### config.mk
export PLATFORM = sky130hd
export DESIGN_NAME = seg_decoder
export DESIGN_NICKNAME = d
export VERILOG_FILES = /design/src/rtl/seg_decoder.sv
export SDC_FILE = /design/constraint.sdc
export NUM_CORES = 1
export LEC_CHECK = 0
export ABC_AREA = 0
export CAP_MARGIN = 20
export CORE_ASPECT_RATIO = 0.8
export CORE_MARGIN = 4
export CORE_UTILIZATION = 57
export CTS_CLUSTER_DIAMETER = 80
export DETAILED_ROUTE_END_ITERATION = 6
export GPL_ROUTABILITY_DRIVEN = 0
export PLACE_DENSITY = 0.85
export REMOVE_ABC_BUFFERS = 1
export SLEW_MARGIN = 10
export SYNTH_ARGS = -nofsm -noshare
export SYNTH_HDL_FRONTEND = slang
export SYNTH_SLANG_ARGS = --single-unit
### constraint.sdc
create_clock -name clkIn -period 5.3 [get_ports clkIn]
set_input_delay 1.06 -clock clkIn [delete_from_list [all_inputs] [get_ports clkIn]]
set_output_delay 1.06 -clock clkIn [all_outputs]
set_load 0.01 [all_outputs]
### src/rtl/seg_decoder.sv
// Recovers hex digits from a multiplexed active-low seven-segment bus, with stability filtering.
// Optional SEG_DECODER_ERR_EN enables unrecognised-pattern reporting on errOut/errCntOut.
module seg_decoder #(
  parameter int DIGITS        = 4,
  parameter int STABLE_CYCLES = 4
) (
  input  logic                       clkIn,
  input  logic                       rstIn,
  input  logic [6:0]                 segIn,
  input  logic [DIGITS-1:0]          anodeIn,
  output logic [3:0]                 digitOut,
  output logic [$clog2(DIGITS)-1:0]  idxOut,
  output logic                       validOut,
  output logic                       errOut,
  output logic [7:0]                 errCntOut,
  output logic [4*DIGITS-1:0]        digitsOut,
  output logic [DIGITS-1:0]          blankOut
);

  localparam int IDX_W = $clog2(DIGITS);
  localparam int W_W   = DIGITS + 7;

  logic [6:0]        seg_s1, seg_s2;
  logic [DIGITS-1:0] anode_s1, anode_s2;
  logic [W_W-1:0]    word, word_prev;
  logic [7:0]        run_cnt;

  logic              accept;
  logic              single_low;
  logic [3:0]        low_cnt;
  logic [IDX_W-1:0]  pos;
  logic [3:0]        value;
  logic              mapped;
  logic              blank;

  always_ff @(posedge clkIn or negedge rstIn) begin
    if (!rstIn) begin
      seg_s1   <= 7'h7F;
      seg_s2   <= 7'h7F;
      anode_s1 <= '1;
      anode_s2 <= '1;
    end else begin
      seg_s1   <= segIn;
      seg_s2   <= seg_s1;
      anode_s1 <= anodeIn;
      anode_s2 <= anode_s1;
    end
  end

  assign word = {anode_s2, seg_s2};

  // Acceptance fires on the edge where the counter steps to STABLE_CYCLES, so a held pattern is taken once.
  assign accept = (word == word_prev) && (run_cnt == 8'(STABLE_CYCLES - 1));

  always_ff @(posedge clkIn or negedge rstIn) begin
    if (!rstIn) begin
      word_prev <= {{DIGITS{1'b1}}, 7'h7F};
      run_cnt   <= '0;
    end else begin
      word_prev <= word;
      if (word != word_prev)
        run_cnt <= 8'd1;
      else if (run_cnt != 8'(STABLE_CYCLES))
        run_cnt <= run_cnt + 8'd1;
    end
  end

  always_comb begin
    low_cnt = '0;
    pos     = '0;
    for (int unsigned i = 0; i < DIGITS; i++) begin
      if (!anode_s2[i]) begin
        low_cnt = low_cnt + 4'd1;
        pos     = IDX_W'(i);
      end
    end
  end

  assign single_low = (low_cnt == 4'd1);

  always_comb begin
    value  = '0;
    mapped = 1'b1;
    case (seg_s2)
      7'h40: value = 4'h0;
      7'h79: value = 4'h1;
      7'h24: value = 4'h2;
      7'h30: value = 4'h3;
      7'h19: value = 4'h4;
      7'h12: value = 4'h5;
      7'h02: value = 4'h6;
      7'h78: value = 4'h7;
      7'h00: value = 4'h8;
      7'h10: value = 4'h9;
      7'h08: value = 4'hA;
      7'h03: value = 4'hB;
      7'h46: value = 4'hC;
      7'h21: value = 4'hD;
      7'h06: value = 4'hE;
      7'h0E: value = 4'hF;
      default: mapped = 1'b0;
    endcase
  end

  assign blank = (seg_s2 == 7'h7F);

  always_ff @(posedge clkIn or negedge rstIn) begin
    if (!rstIn) begin
      digitOut  <= '0;
      idxOut    <= '0;
      validOut  <= 1'b0;
      digitsOut <= '0;
      blankOut  <= '1;
    end else begin
      validOut <= 1'b0;
      if (accept && single_low) begin
        if (mapped) begin
          digitsOut[4*pos +: 4] <= value;
          blankOut[pos]         <= 1'b0;
          digitOut              <= value;
          idxOut                <= pos;
          validOut              <= 1'b1;
        end else if (blank) begin
          blankOut[pos] <= 1'b1;
        end
      end
    end
  end

`ifdef SEG_DECODER_ERR_EN
  logic err_hit;
  assign err_hit = accept && single_low && !mapped && !blank;

  always_ff @(posedge clkIn or negedge rstIn) begin
    if (!rstIn) begin
      errOut    <= 1'b0;
      errCntOut <= '0;
    end else begin
      errOut <= err_hit;
      if (err_hit && errCntOut != 8'hFF)
        errCntOut <= errCntOut + 8'd1;
    end
  end
`else
  assign errOut    = 1'b0;
  assign errCntOut = '0;
`endif

endmodule

Run 1, placement view:
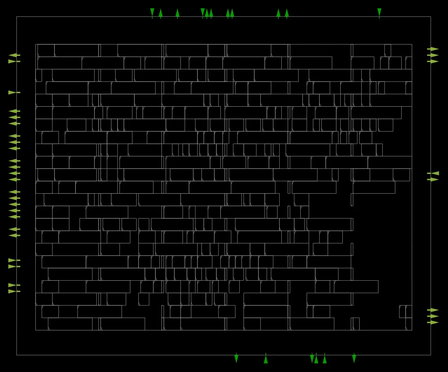
sequential cell area share: 0.471
fin util: 0.720
cell row count: 23
final std cells w/o fill: 368

Run 1, where the registers sit:
Drawn at 4 px/um. Other sequential cells in the stronger gray, the rest of the logic in the fainter gray.
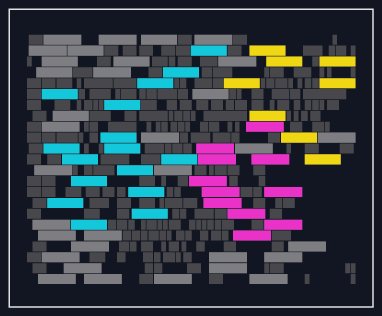
- yellow: run_cnt (placed flops 8; where north-east)
- magenta: word_prev (placed flops 11)
- cyan: digitsOut (placed flops 16)
- not colored: 33

==> results.json, run 1 <==
{
  "outcome": "complete, no violations",
  "synth_area_mm2": 0.00311,
  "p_seq_frac": 0.511,
  "area_leaders": "dfstp_2 31%, dfrtp_1 25%, xor2_1 4.2%, a211oi_4 2.6%, nor2_1 2.5%",
  "slowest_delay_ns": 0.63,
  "simple_gate_share": 0.132,
  "ys_sh_aoi": 0.114,
  "antenna_found_initial": 0,
  "fillerInstances": 343,
  "largest_class": "registers",
  "synthArstFlopShare": 1.00,
  "hold_class": "reg -> reg",
  "netlist_top_cells_count": "37 x dfstp_2, 31 x dfrtp_1, 21 x nor2_1, 15 x xor2_1",
  "regMostFlops": "digitsOut",
  "p_clk_uw": 476,
  "worst-setup-path-type": "reg -> reg",
  "critPathTopFamily": "simple AND/OR/NAND/NOR gates",
  "top_layer": "met4",
  "crit_required_ns": 5.53,
  "cts_root_buf": "clkbuf_8",
  "yosys_cells": 263,
  "design.die.area_mm2": 0.00671,
  "htreeDepth": 3,
  "routedLengthMet1_mm": 2.85,
  "yosys-stat-area_mm2": 0.00311,
  "hold_end": "seg_s2[1]$_DFF_PN1_",
  "ff_type": "dfstp_2",
  "dp_hpwl_mm": 3.99,
  "tns_ns": 0,
  "power_density_mw_per_mm2": 296,
  "synthCells": 263,
  "n_all_buffers": 41,
  "fp_util": 0.604,
  "yosys_warnings": 0,
  "die_h_um": 74.1,
  "wire_per_inst_um": 16.6,
  "period_needed_ns": 3.55,
  "cp-start-kind": "flip-flop",
  "clkCellAreaFrac": 0.0610,
  "crit_fanout": 10,
  "worstSetupPathDepth": 10,
  "largest_reg_flops": 16,
  "p_comb_uw": 60.2,
  "grt-busiest-layer": "met2",
  "synth_top_area_share": 0.313,
  "comb_cells": 171,
  "setup_viol": 0,
  "logic_family": "simple AND/OR/NAND/NOR gates",
  "grt_pass1_wl_mm": 10.5,
  "postCtsHoldBufs": 0,
  "crit_slowest_cell": "or3_1",
  "pg_seq_uw": 560,
  "leakage_nw": 1.53,
  "area_growth_pct": 19.3,
  "synth-edff-count": 0,
  "avgSynthCellArea_um2": 11.8,
  "hp-start": "seg_s1[1]$_DFF_PN1_",
  "critPathBufInv": 1,
  "tool_warnings": 27,
  "wl_mm": 6.12,
  "grt-ovfl-total": 0,
  "most_common_cell": "dfstp_2",
  "synth_cell_type_count": 51,
  "rsz0062_at_grt": "no",
  "cp_cell_sequence": "inv_1 -> ha_1 -> xnor2_1 -> ha_1 -> or3_1 -> o211ai_1 -> nand2_1 -> or3_1 -> a211oi_4 -> mux2_1",
  "use_met2": 0.294,
  "logic_area_mm2": 0.00122,
  "inverters": 10,
  "crit_start": "anode_s2[1]$_DFF_PN1_",
  "top_power_group": "sequential cells",
  "design_area_mm2": 0.00371,
  "clk_pin_slew_worst_paths_ns": 0.08,
  "place_area_mm2": 0.00348,
  "drc": 0,
  "largest_area_cell": "dfstp_2",
  "power.total_mw": 1.10,
  "coreArea_mm2": 0.00515,
  "ioPinCount": 49,
  "drv_cap": 0,
  "fin_crit_sh": 0.670,
  "dp_slack_ns": 1.81,
  "dr_total_vias": 2083,
  "fin_ws_ns": 1.75,
  "xor_share": 0.0563,
  "cts.sinks": 68,
  "final_hold_viol_count": 0,
  "comb_share": 0.329,
  "antenna_cells": 0,
  "tightest_slew_ns": 0.828,
  "nNetsFinal": 319,
  "nClkBuffers": 11,
  "port_buffers": 39,
  "hold_ws_ns": 0.354,
  "wl_met2_mm": 2.82,
  "met3_length_um": 397,
  "rr_endpoint": "digitsOut[15]$_DFFE_PN0P_",
  "firstDrtPassIters": 4,
  "post-cts-setup-buffers": 0,
  "die-width_um": 90.6,
  "ys_sh_adder": 0.0201,
  "rrSetupSlack_ns": 1.75,
  "grt_pass1_vias": 2129,
  "crit_path_end_kind": "flip-flop",
  "place_inst": 352,
  "insertion_delay_ns": 0.35,
  "swShare": 0.228,
  "use_met3": 0.0768,
  "critPathCapture": "digitsOut[15]$_DFFE_PN0P_",
  "synth_seq_share": 0.562,
  "hold_depth": 0,
  "flops": 68,
  "flop_area_mm2": 0.00175,
  "mostFrequentLayoutCell": "clkdlybuf4s50_1"
}
Run 1, wiring heat map:
Drawn at 4 px/um. The die is cut into 18 by 15 equal tiles; dark purple is low, yellow is high, scaled to the fullest tile. Values are wire area over tile area, all layers added.
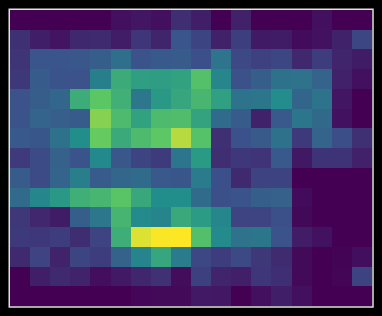
- fullest tile: 0.58
- nearly empty tiles: 15%
- mean over tiles: 0.15
- emptiest ninth of the die: south-east
- tiles over half the peak: 14%

--- run 2 (diff from run 1) ---
Settings changed: CORE_UTILIZATION 57 to 53, PLACE_DENSITY 0.85 to 0.8.
Clock period 5.3 ns to 3.45 ns, I/O delays scaled along.
Run 2, supply network:
Drawn at 4 px/um. Pins as bars on the die edge.
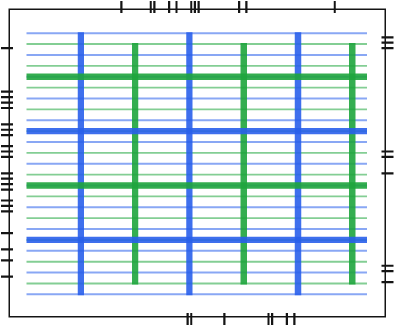
- green: VDD
- blue: VSS
- rows: 24
- met5 straps: 4
- met4 straps: 6
chip width: 93.7 um
die extent in y: 76.5 um
Peak VDD IR: 266 uV
core area: 0.00556 mm2

==> run 2 against run 1 <==
Effect of this change: clock-buffer cell count rose by 1; critical path depth unchanged; largest power group unchanged; die size rose by 6.8%; synthesized area stayed put; critical path type unchanged; wire length fell by 0.42%.
==> results.json, run 2 <==
{
  "outcome": "complete, no violations",
  "dp_slack_ns": 0.0379,
  "power_density_mw_per_mm2": 445,
  "largest_area_cell": "dfstp_2",
  "rr_endpoint": "digitsOut[3]$_DFFE_PN0P_",
  "comb_share": 0.325,
  "worst-setup-path-type": "reg -> reg",
  "comb_cells": 171,
  "grt_pass1_wl_mm": 10.5,
  "port_buffers": 39,
  "synth_area_mm2": 0.00311,
  "use_met3": 0.0582,
  "critPathCapture": "digitsOut[3]$_DFFE_PN0P_",
  "grt_pass1_vias": 2079,
  "crit_path_end_kind": "flip-flop",
  "routedLengthMet1_mm": 2.88,
  "largest_class": "registers",
  "clk_pin_slew_worst_paths_ns": 0.07,
  "placementRows": 24,
  "fin_cells": 389,
  "n_all_buffers": 46,
  "cts.sinks": 68,
  "rrSetupSlack_ns": 0.23,
  "synth_seq_share": 0.562,
  "ys_sh_adder": 0.0201,
  "xor_share": 0.0563,
  "synth_top_area_share": 0.313,
  "crit_fanout": 8,
  "p_comb_uw": 93.3,
  "ff_type": "dfstp_2",
  "drv_cap": 0,
  "fin_util": 0.677,
  "critPathBufInv": 1,
  "yosys_warnings": 0,
  "place_inst": 373,
  "tns_ns": 0,
  "fp_util": 0.560,
  "drc": 0,
  "flops": 68,
  "mostFrequentLayoutCell": "clkdlybuf4s50_1",
  "pg_seq_uw": 861,
  "crit_slowest_cell": "dfstp_2",
  "firstDrtPassIters": 5,
  "insertion_delay_ns": 0.34,
  "logic_family": "simple AND/OR/NAND/NOR gates",
  "use_met2": 0.271,
  "area_leaders": "dfstp_2 31%, dfrtp_1 25%, xor2_1 4.2%, a211oi_4 2.6%, nor2_1 2.5%",
  "leakage_nw": 1.55,
  "nClkBuffers": 12,
  "postCtsHoldBufs": 0,
  "crit_required_ns": 3.67,
  "design.die.area_mm2": 0.00717,
  "wl_mm": 6.09,
  "hold_class": "in -> async",
  "synthArstFlopShare": 1.00,
  "post-cts-setup-buffers": 0,
  "critPathTopFamily": "simple AND/OR/NAND/NOR gates",
  "worstSetupPathDepth": 10,
  "met3_length_um": 460,
  "grt-busiest-layer": "met1"
}
Run 2, cells by drive strength:
Drawn at 3 px/um.
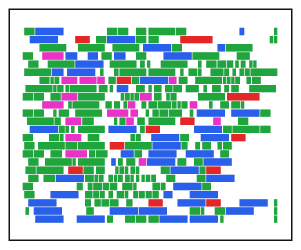
- blue: _2 cells (cells 47)
- magenta: _3 and _4 cells (cells 18)
- green: _0 and _1 cells (cells 234)
- red: _6 and larger (cells 12)
area added between synthesis and finish: 21.0%
final worst slack: 0.231 ns
finished layout cell area: 0.00376 mm2

No activity file was given, so power comes from the tool's default toggle rates.
